met1.png
Scale bar: 50 µm.
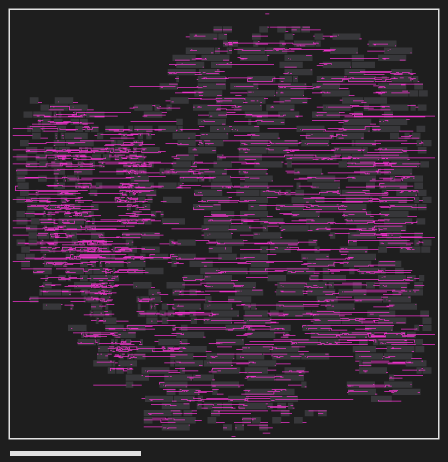
final_congestion.png
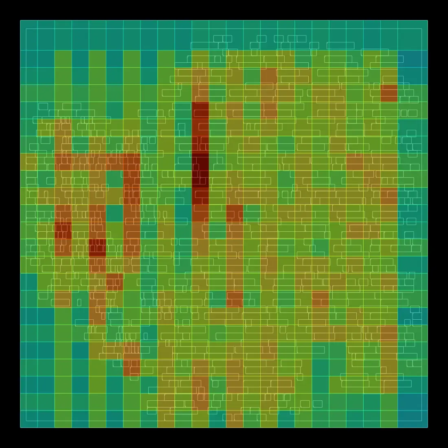
wire_density.png
The die is cut into 33 by 33 equal tiles; white is low, dark blue is high, scaled to the fullest tile. Values are wire area over tile area, all layers added.
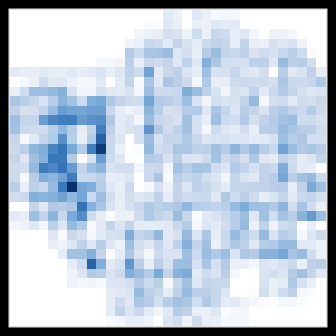
zoom.png
Scale bar: 5 µm. Window x 113 to 133, y 113 to 133 µm. Cells in grey, sequential cells in the stronger grey; small squares are vias.
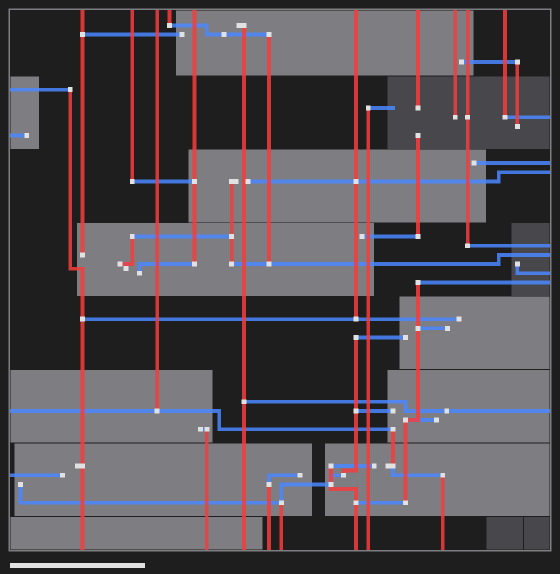
metal_stack.png
Scale bar: 50 µm. Two of the layers only.
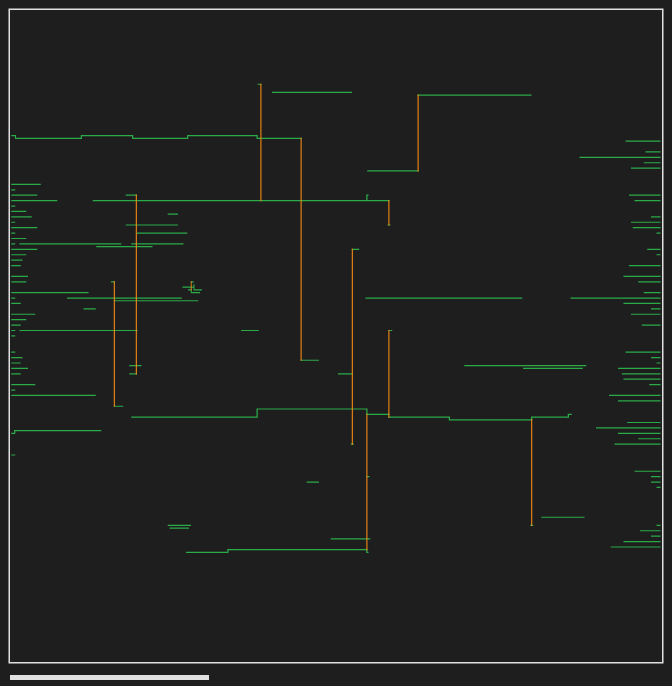
Design rv32_mem_reader, sky130hd; sources not shown.
==> CHANGELOG.md <==
## Flow update

- Status: finished, final reports clean
- # Max-Cap Violations: 0
- Tmin final: between 2 and 3 ns
- Distinct cell type count after synthesis: roughly 44
- P_int: 6.550 mW
- Top cell excl fill/tap: edfxtp_1
- Max frequency: 348.9 MHz
- Flip-flops with a built-in enable: 172
- R2R cell count: 9
- CTS tree: done
- Hold Path Class: register to register
- Final hold vios: 0
- # rows: 58
- Nets: between 700 and 800
- Yosys chip area: just over 9000 µm²
- Inverters, non-clock: 24
- H-Tree Depth: 1
- HPWL after DPL: 11.92 mm
- Pre-CTS WS: -0.02796 ns
- Reg2reg setup slack: approximately 0.50 ns
- Multi-input gates: 293
- Max reg flops: ~170
- WS Path Type: register to output pin
- Clock-pin slew on the worst setup and hold paths: 0.06 ns
- Signal buffers: 139
- CP required: 2.54 ns
- Slew headroom: 0.4047
- Final worst slack: 0.1835 ns
- Core Area: 25110 µm²
- Cell area leaders: edfxtp_1 (56%), dfxtp_1 (12%), mux4_2 (11%), and2_1 (3.3%), ha_1 (3.3%)
- Most common flop cell mapped by yosys: edfxtp_1
- Vias in the first global route: 5384
- CTS Hold Buffers Added: 0
- Vias per cell: 4.914
- Combinational cell fraction of total power: 0.249
- CP Capture Type: output pin
- Critical path launch point type: register
- Resize count post-CTS: 2
- Final worst path period share: 0.9398
- Initial antenna violation count: 0
- Registers: 226
- Area grow syn2layout: 27.86%
- Power Density: 758.8 nW/µm²
- Setup Fix Bufs, Post-CTS: 3
- Ys flops: ~230
- Tightest Pin Transition: ~0.89 ns
- Final setup fails: 0
- Yosys cell count: approximately 570
- TAP cells: 330
- Detailed router's first-iteration violation count: 357
- Sequential area share after synthesis: 0.6791
- Total CTS buffers: 24
- Register Area: about 6300 µm²
- Sequential share of power: 0.420
- Sequential cell area share: 0.5315
- Tool Warnings: 34
- Switching share of power: 0.2660
- Drt pass-1 iters: 5
Notes on met1.png above:
- main direction: horizontal
- share of all routed wire: 44%
- wire length on this layer: 8100 µm
- longest straight run: 35.4 µm
final WL: 18.63 mm
GR Util met1: 0.1880
routed vias: 5189

Notes on final_congestion.png above:
Total GRT Usage: 0.1396
met3 Track Usage GR: 0.02449
Top Usage Layer GRT: met2
met2 Usage GRT: 0.2345

Notes on wire_density.png above:
- fullest tile: 0.56
- mean over tiles: 0.11
- nearly empty tiles: 20%
- tiles over half the peak: 4.2%
- densest ninth of the die: middle left
- emptiest ninth of the die: lower left
Avg WL per Cell: 17.64 µm

Notes on zoom.png above:
- red: met2
- blue: met1
- sequential cells in the window: 8
- most frequent: edfxtp_1 (8), mux4_2 (1)
- cells with their middle in the window: 9

Notes on metal_stack.png above:
- green: met3 (wire length 1160 µm)
- orange: met4 (wire length 320 µm)

[through the flow]
step / cells / area (µm²) / power (mW) / TNS, ns / hold slack [ns]
after floorplan: 571 / 9198 / 5.048 / 0 / 0.3638
after global placement: 1008 / 10880 / 6.000 / 0 / 0.3696
after detailed placement: 1008 / 10880 / 6.041 / -0.04710 / 0.3723
after CTS: 1055 / 11730 / 9.065 / 0 / 0.3955
after global routing: 1056 / 11760 / 9.386 / 0 / 0.4068
final: 1056 / 11760 / 8.924 / 0 / 0.3884
[cells in the mapped netlist, drive strengths merged, types with 3 or more instances]
cell / number
a21o: 7
inv: 24
xnor2: 4
a2111oi: 6
ha: 24
nand3: 4
o21ai: 8
xor2: 17
nor4: 3
nand4: 3
nor2b: 24
and3: 12
a21oi: 8
dfxtp: 54
buf: 10
clkbuf: 18
mux4: 43
nand2: 13
and2: 49
or3: 3
mux2i: 12
edfxtp: 172
nor2: 32
[logic make-up after synthesis]
kind of cell,Yosys count,synth area share
flops,226,0.6791
simple gates,147,0.08747
mux,55,0.1184
buf+inv,52,0.02285
compound gates,45,0.03741
fa+ha+maj,25,0.03483
xor+xnor,21,0.02000
[power by group through the flow]
stage               logic [mW]  clock network (mW)  registers [mW]
floorplan                 1.32                   0            3.73
global placement          2.18                   0            3.82
detailed placement        2.20                   0            3.84
CTS                       2.27                3.05            3.75
global route              2.42                3.19            3.78
finish                    2.22                2.96            3.75
[per-layer routing]
metal / vias to the layer above / wire length, µm
met1: 2583 / 8104
met5: - / 0
met4: 0 / 319
li1: 2420 / -
met3: 26 / 1157
met2: 160 / 9047
[worst max-delay path, cell delays in order (launching register included)]
cell	delay, ns
dfxtp_2	0.56
buf_12	0.28
mux4_2	0.34
and2_1	0.18
clkdlybuf4s50_1	0.47
Power and IR drop assume default switching activity.
